**Sequential cells grouped by signal name**

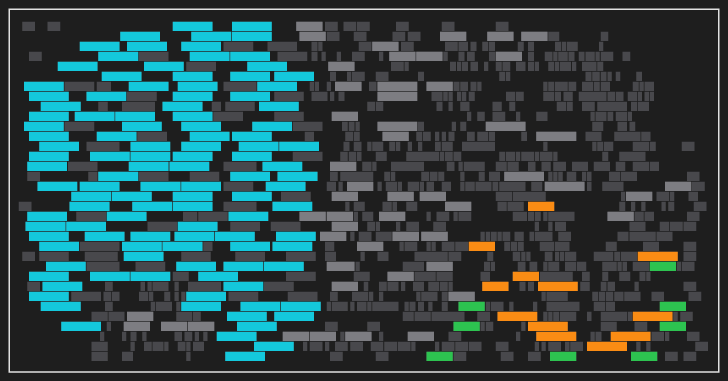
**Cell sizes after repair**

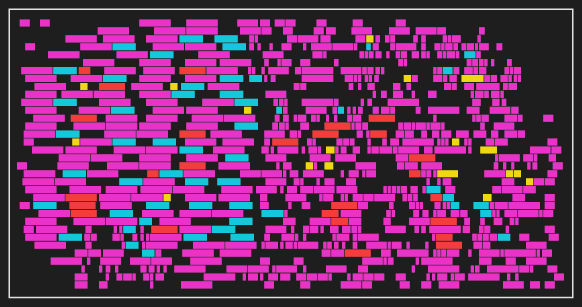
**Placed cells, one color a class**

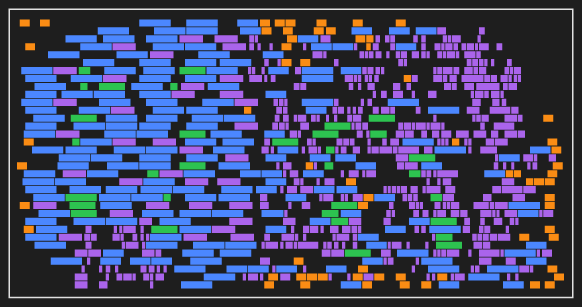
**Placement density heat map**

19 x 10 tiles, from black (low) to pale yellow (high), 0 to 100% covered.
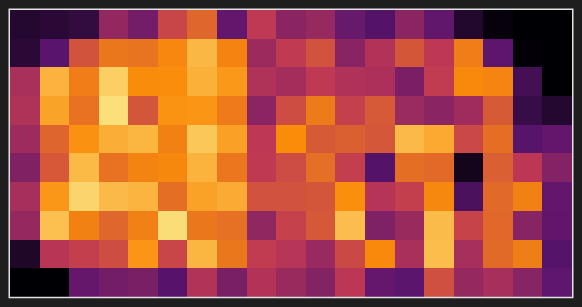
**Track usage over the die**

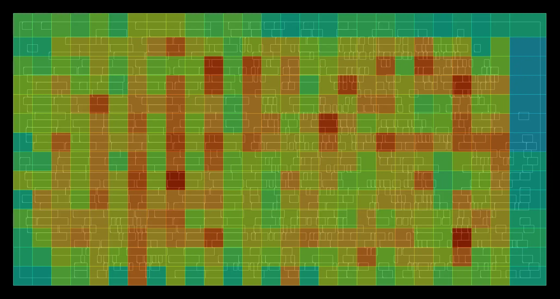
$ cat src/rtl/text_pkg.sv
// text_pkg: renderer FSM states, ASCII control codes and default font/screen geometry.
package text_pkg;
   typedef enum logic [2:0] {
      S_IDLE, S_LOAD, S_START, S_WAIT, S_RELEASE, S_ADVANCE, S_WRAPCHK
   } state_t;
   localparam int CHAR_LF = 'h0A;
   localparam int CHAR_SP = 'h20;
   localparam int CHAR_BS = 'h08;
   localparam int DEF_FONT_W   = 5;
   localparam int DEF_FONT_H   = 7;
   localparam int DEF_SPACING  = 1;
   localparam int DEF_SCREEN_W = 160;
   localparam int DEF_SCREEN_H = 120;
endpackage

$ cat src/rtl/char_fifo.sv
// char_fifo: synchronous show-ahead character FIFO; a push while full is dropped even if a pop coincides.
module char_fifo #(
   parameter int DEPTH = 16,
   parameter int W     = 7
) (
   input  logic         clock,
   input  logic         reset,
   input  logic         push_i,
   input  logic [W-1:0] data_i,
   input  logic         pop_i,
   output logic [W-1:0] head_o,
   output logic         full_o,
   output logic         empty_o
);
   localparam int AW = $clog2(DEPTH);
   logic [W-1:0]  mem_q [DEPTH];
   logic [AW-1:0] wr_q, rd_q;
   logic [AW:0]   cnt_q;
   logic          push, pop;
   assign full_o  = cnt_q == (AW+1)'(DEPTH);
   assign empty_o = cnt_q == '0;
   assign push    = push_i && !full_o;
   assign pop     = pop_i && !empty_o;
   assign head_o  = mem_q[rd_q];
   always_ff @(posedge clock) begin
      if (push) mem_q[wr_q] <= data_i;
   end
   always_ff @(posedge clock) begin
      if (reset) begin
         wr_q  <= '0;
         rd_q  <= '0;
         cnt_q <= '0;
      end else begin
         if (push) wr_q <= wr_q + 1'b1;
         if (pop) rd_q <= rd_q + 1'b1;
         cnt_q <= cnt_q + (AW+1)'(push) - (AW+1)'(pop);
      end
   end
endmodule

$ cat src/rtl/text_renderer.sv
// text_renderer: queues ASCII characters and drives the character-render handshake with cursor advance/wrap.
// Define TEXT_RENDERER_BACKSPACE_EN to make 0x08 move the cursor back one cell instead of drawing it.
module text_renderer
   import text_pkg::*;
#(
   parameter int X_W      = 8,
   parameter int Y_W      = 7,
   parameter int CHAR_W   = 7,
   parameter int SIZE_W   = 3,
   parameter int FONT_W   = DEF_FONT_W,
   parameter int FONT_H   = DEF_FONT_H,
   parameter int SPACING  = DEF_SPACING,
   parameter int SCREEN_W = DEF_SCREEN_W,
   parameter int SCREEN_H = DEF_SCREEN_H,
   parameter int DEPTH    = 16
) (
   input  logic              clock,
   input  logic              reset,
   input  logic [CHAR_W-1:0] in_char,
   input  logic              in_valid,
   output logic              in_ready,
   input  logic [X_W-1:0]    start_x,
   input  logic [Y_W-1:0]    start_y,
   input  logic [SIZE_W-1:0] size,
   input  logic              home,
   output logic [CHAR_W-1:0] cr_char,
   output logic [X_W-1:0]    cr_origin_x,
   output logic [Y_W-1:0]    cr_origin_y,
   output logic [SIZE_W-1:0] cr_size,
   output logic              cr_enable,
   input  logic              cr_finished,
   output logic              busy
);
   // Wide enough that cursor + cell never wraps before the screen-edge compare.
   localparam int CW = (X_W > Y_W ? X_W : Y_W) + SIZE_W + 1;
   state_t            state_q;
   logic [CW-1:0]     x_q, y_q;
   logic              home_q, en_q;
   logic [CHAR_W-1:0] char_q;
   logic [X_W-1:0]    org_x_q;
   logic [Y_W-1:0]    org_y_q;
   logic [SIZE_W-1:0] size_q, eff;
   logic [CHAR_W-1:0] head;
   logic              full, empty;
   logic [CW-1:0]     sx, sy, lw, lh, cw, ch, y_w, x_n, y_n;
   logic              wrap_x;
   char_fifo #(.DEPTH(DEPTH), .W(CHAR_W)) u_fifo (
      .clock   (clock),
      .reset   (reset),
      .push_i  (in_valid),
      .data_i  (in_char),
      .pop_i   (state_q == S_LOAD),
      .head_o  (head),
      .full_o  (full),
      .empty_o (empty)
   );
   assign in_ready    = !full;
   assign busy        = !empty || state_q != S_IDLE;
   assign cr_char     = char_q;
   assign cr_origin_x = org_x_q;
   assign cr_origin_y = org_y_q;
   assign cr_size     = size_q;
   assign cr_enable   = en_q;
   assign eff    = size == '0 ? SIZE_W'(1) : size;
   assign sx     = CW'(start_x);
   assign sy     = CW'(start_y);
   assign lw     = CW'(eff) * CW'(FONT_W + SPACING);
   assign lh     = CW'(eff) * CW'(FONT_H + SPACING);
   assign cw     = CW'(size_q) * CW'(FONT_W + SPACING);
   assign ch     = CW'(size_q) * CW'(FONT_H + SPACING);
   assign wrap_x = x_q + cw > CW'(SCREEN_W);
   assign x_n    = wrap_x ? sx : x_q;
   assign y_w    = wrap_x ? y_q + ch : y_q;
   assign y_n    = y_w + ch > CW'(SCREEN_H) ? sy : y_w;
   always_ff @(posedge clock) begin
      if (reset) begin
         state_q <= S_IDLE;
         x_q     <= sx;
         y_q     <= sy;
         home_q  <= 1'b0;
         en_q    <= 1'b0;
         char_q  <= '0;
         org_x_q <= '0;
         org_y_q <= '0;
         size_q  <= '0;
      end else begin
         case (state_q)
            S_IDLE: begin
               if (home || home_q) begin
                  x_q    <= sx;
                  y_q    <= sy;
                  home_q <= 1'b0;
               end
               if (!empty) state_q <= S_LOAD;
            end
            S_LOAD: begin
               size_q <= eff;
               if (head == CHAR_W'(CHAR_LF)) begin
                  x_q     <= sx;
                  y_q     <= y_q + lh;
                  state_q <= S_WRAPCHK;
               end else if (head == CHAR_W'(CHAR_SP)) begin
                  state_q <= S_ADVANCE;
`ifdef TEXT_RENDERER_BACKSPACE_EN
               end else if (head == CHAR_W'(CHAR_BS)) begin
                  if (x_q >= sx + lw) x_q <= x_q - lw;
                  state_q <= S_IDLE;
`endif
               end else begin
                  char_q  <= head;
                  org_x_q <= X_W'(x_q);
                  org_y_q <= Y_W'(y_q);
                  state_q <= S_START;
               end
            end
            S_START: begin
               en_q    <= 1'b1;
               state_q <= S_WAIT;
            end
            S_WAIT: begin
               if (cr_finished) begin
                  en_q    <= 1'b0;
                  state_q <= S_RELEASE;
               end
            end
            S_RELEASE: state_q <= cr_finished ? S_RELEASE : S_ADVANCE;
            S_ADVANCE: begin
               x_q     <= x_q + cw;
               state_q <= S_WRAPCHK;
            end
            S_WRAPCHK: begin
               x_q     <= (home || home_q) ? sx : x_n;
               y_q     <= (home || home_q) ? sy : y_n;
               home_q  <= 1'b0;
               state_q <= S_IDLE;
            end
            default: state_q <= S_IDLE;
         endcase
         if (home && state_q != S_IDLE && state_q != S_WRAPCHK) home_q <= 1'b1;
      end
   end
endmodule
$ cat config.mk
export PLATFORM = sky130hd
export DESIGN_NAME = text_renderer
export DESIGN_NICKNAME = d
export VERILOG_FILES = /design/src/rtl/text_pkg.sv /design/src/rtl/char_fifo.sv /design/src/rtl/text_renderer.sv
export SDC_FILE = /design/constraint.sdc
export NUM_CORES = 1
export LEC_CHECK = 0
export CAP_MARGIN = 15
export CELL_PAD_IN_SITES_DETAIL_PLACEMENT = 0
export CELL_PAD_IN_SITES_GLOBAL_PLACEMENT = 1
export CORE_ASPECT_RATIO = 0.5
export CORE_MARGIN = 2
export CORE_UTILIZATION = 49
export DETAILED_ROUTE_END_ITERATION = 10
export PLACE_DENSITY_LB_ADDON = 0.1
export SYNTH_ARGS = -nofsm -noshare
export SYNTH_HDL_FRONTEND = slang
export SYNTH_SLANG_ARGS = --single-unit
$ cat constraint.sdc
create_clock -name clock -period 6 [get_ports clock]
set_input_delay 1.2 -clock clock [delete_from_list [all_inputs] [get_ports clock]]
set_output_delay 1.2 -clock clock [all_outputs]
set_load 0.005 [all_outputs]
==> reports/metrics.yaml <==
run_status:
  outcome: "finished clean"
placement:
  hpwl_mm: 12.7
  dp.cells: 958
  io_buffers: 57
  gp_congestion: 0.797
clocking:
  cts.sink_count: 183
  clkLatencyLatePin_ns: 0.44
  cts_max_level: 4
  cts.clk_slew.worst_paths_ns: 0.08
  clockBufferDepth: 2
  cts_made_buffers: 17
worst_hold_path:
  hold_start: "cr_char[6]$_SDFFE_PP0P_"
  whs_endpoint: "cr_char[6]$_SDFFE_PP0P_"
  hp-class: "flip-flop to flip-flop"
final_timing:
  setup_viol: 0
  hold_viol: 0
  worst_pin_slew_ns: 1.09
  max_clock_freq_ghz: 0.176
  skew_ns: 0.0144
  rsz0062_at_grt: "false"
  relSlewSlack_pct: 26.6
  period_used_pct: 94.7
  final.min_clock_period_ns: 5.68
floorplan:
  initCoreUtil_pct: 50.1
  num_rows: 34
  die-area_mm2: 0.0189
  io_pins: 58
  coreArea_mm2: 0.0174
  die-width_um: 193
grt:
  grt_pass1_vias: 5345
  antenna_found_initial: 0
  grt_pass1_wl_mm: 29.8
  overflow: 0
  track_usage_pct: 21.0
cells_and_area:
  antenna_cells: 0
  drive_gt1_share_pct: 12.7
  layout_top_cell: "edfxtp_1"
  area_delta_synth_final_pct: 16.4
  final_cells: 991
job:
  warnings: 31
  cap_violations: 0
yosys:
  yosysCellCount: 695
  async_reset_ff_share_pct: 0
  yosys-stat-area_mm2: 0.00871
  ys_ff: 183
  largest_area_cell: "edfxtp_1"
  edf_count: 127
  synth_top_area_share_pct: 43.8
  yosys_warnings: 0
  avgSynthCellArea_um2: 12.5
  synth_cells: 695
  synth_cell_types: 63
  syn_nets: 758
  synth_area_mm2: 0.00871
  ys_top_cells_by_area: "edfxtp_1, dfxtp_1, mux4_2, ha_1, mux2i_1"
  flop_cell: "edfxtp_1"
setup_path:
  reg2reg_to: "y_q[5]$_DFFE_PP_"
  arrival_ns: 5.88
  required_ns: 6.19
  endpoint_kind: "flip-flop"
  cp-start-kind: "flip-flop"
  r2r_cells: 23
  r2r-start: "cr_size[1]$_SDFFE_PP0P_"
  criticalPathCategory: "flip-flop to flip-flop"
  critPathLaunch: "cr_size[1]$_SDFFE_PP0P_"
drt:
  routedWlPerCell_um: 18.7
  drc: 0
  dr.pass1.iters: 5
power_and_ir_drop:
  irDropWorstVdd_uv: 257
About 'sequential cells grouped by signal name':
Cyan stands for u_fifo.mem_q, sequential cells 112. Green stands for cr_origin_x, sequential cells 8, where bottom right. Orange stands for x_q, sequential cells 12, where bottom right.
post-layout util: 58.3%
Reg area: 0.00494 mm2
Seq group: 1.63 mW
sequential share of cell area: 48.7%

About 'cell sizes after repair':
Cyan stands for x2, cells 52, share 6.9%, most used mux4_2. Magenta stands for x1 and smaller, cells 661, share 87%, most used edfxtp_1. Red stands for x6 and larger, cells 26, share 3.4%, most used clkbuf_16. Yellow stands for x3 and x4, cells 18, share 2.4%, most used buf_4.

About 'placed cells, one color a class':
Purple stands for remaining logic cells, cells 477, share of their area 37%. Green stands for clock drivers and dummy loads, cells 32, share of their area 6.2%. Blue stands for registers, cells 183, share of their area 50%. Orange stands for remaining buffers and delay cells, cells 65, share of their area 6.4%.

About 'placement density heat map':
The densest ninth of the die: left middle. 18% of the tiles are over 75% full. The fullest tile reaches 93%. 4.2% of the tiles are nearly empty. The mean over all tiles is 52%. The emptiest ninth of the die: top right.

About 'track usage over the die':
met1 global-route usage: 30.6%
met2 Use GR: 32.4%

-- cells by family after synthesis --
family                   Yosys count  share of synthesized area, %
AND/OR/NAND/NOR                  224                          12.3
flip-flops                       183                          56.6
AND-OR/OR-AND                    114                          8.55
multiplexers                      62                          12.2
buffers and inverters             58                          2.79
adder cells (fa/ha/maj)           33                          5.26
XOR/XNOR                          21                          2.27
-- report_power, final --
| group | switching, mW | internal [mW] |
|---|---|---|
| Combinational | 0.610 | 0.579 |
| Sequential | 0.145 | 1.49 |
| Clock | 0.542 | 0.600 |
| Total | 1.30 | 2.67 |
-- critical path: stages (launching register included) --
cell and delay [ns]:
dfxtp_1 0.32, buf_4 0.17, fa_1 0.43, xor2_1 0.15, ha_1 0.32, and2_4 0.16
a221oi_2 0.33, and3b_1 0.24, o22ai_1 0.13, a211o_1 0.36, nand2_1 0.11, nand2_1 0.07
ha_1 0.21, fa_1 0.46, a21oi_4 0.25, nor2_1 0.06, nand2_1 0.10, o311ai_0 0.12
a211oi_1 0.23, nand4_1 0.18, nor4_4 0.42, buf_4 0.22, mux2i_1 0.08, a221o_1 0.29
-- layout make-up --
type	instances	area (um2)
Tap cell	234	293
Fill cell	1420	7260
Clock buffer	17	425
Timing Repair Buffer	65	626
Sequential cell	183	4940
Clock inverter	15	188
Multi-Input combinational cell	454	3590
Inverter	23	86.3
-- metal layers --
metal	global-route usage, %	wire, um	up-vias
met2	32.4	8610	121
met1	30.6	8900	2742
met4	4.76	101	0
met5	0	0	-
li1	-	-	2688
met3	4.64	885	9
-- synth_stat cells (7+ instances only) --
cell / instances
edfxtp_1: 127
nand2b_1: 7
a21o_1: 8
a21oi_1: 32
and2_1: 17
nand3_1: 13
nor2_1: 68
nand2_1: 67
mux2i_1: 26
inv_1: 22
ha_1: 27
nor3_1: 12
nand4_1: 8
nor4_1: 7
dfxtp_1: 56
xor2_1: 11
mux4_2: 35
clkbuf_1: 21
xnor2_1: 9
o21ai_0: 27
-- state kept, by name (all words and copies together) (netlist names), named ones only --
| register | flops |
|---|---|
| cr_origin_y | 7 |
| cr_origin_x | 8 |
| x_q | 12 |
| u_fifo.cnt_q | 5 |
| u_fifo.mem_q | 112 |
| u_fifo.rd_q | 4 |
| cr_enable | 1 |
| cr_size | 3 |
| u_fifo.wr_q | 4 |
| cr_char | 7 |
| home_q | 1 |
| y_q | 12 |
| state_q | 3 |
-- what timing repair did --
item                                    in CTS  in global routing
endpoints found under the hold margin        0                  0
endpoints found under the setup margin       0                 15
resized                                      0                  5
setup buffers                                0                  1
-- per-stage QoR --
step                power [mW]  hold WS [ns]  area [um2]  worst slack [ns]
floorplan                 2.46         0.453        8710             0.553
global placement          2.82         0.446        9490             0.247
detailed placement        2.83         0.455        9490             0.123
CTS                       3.97         0.465       10100             0.111
global route              4.20         0.487       10100            0.0201
finish                    3.97         0.460       10100             0.316
Power and IR drop assume default switching activity.
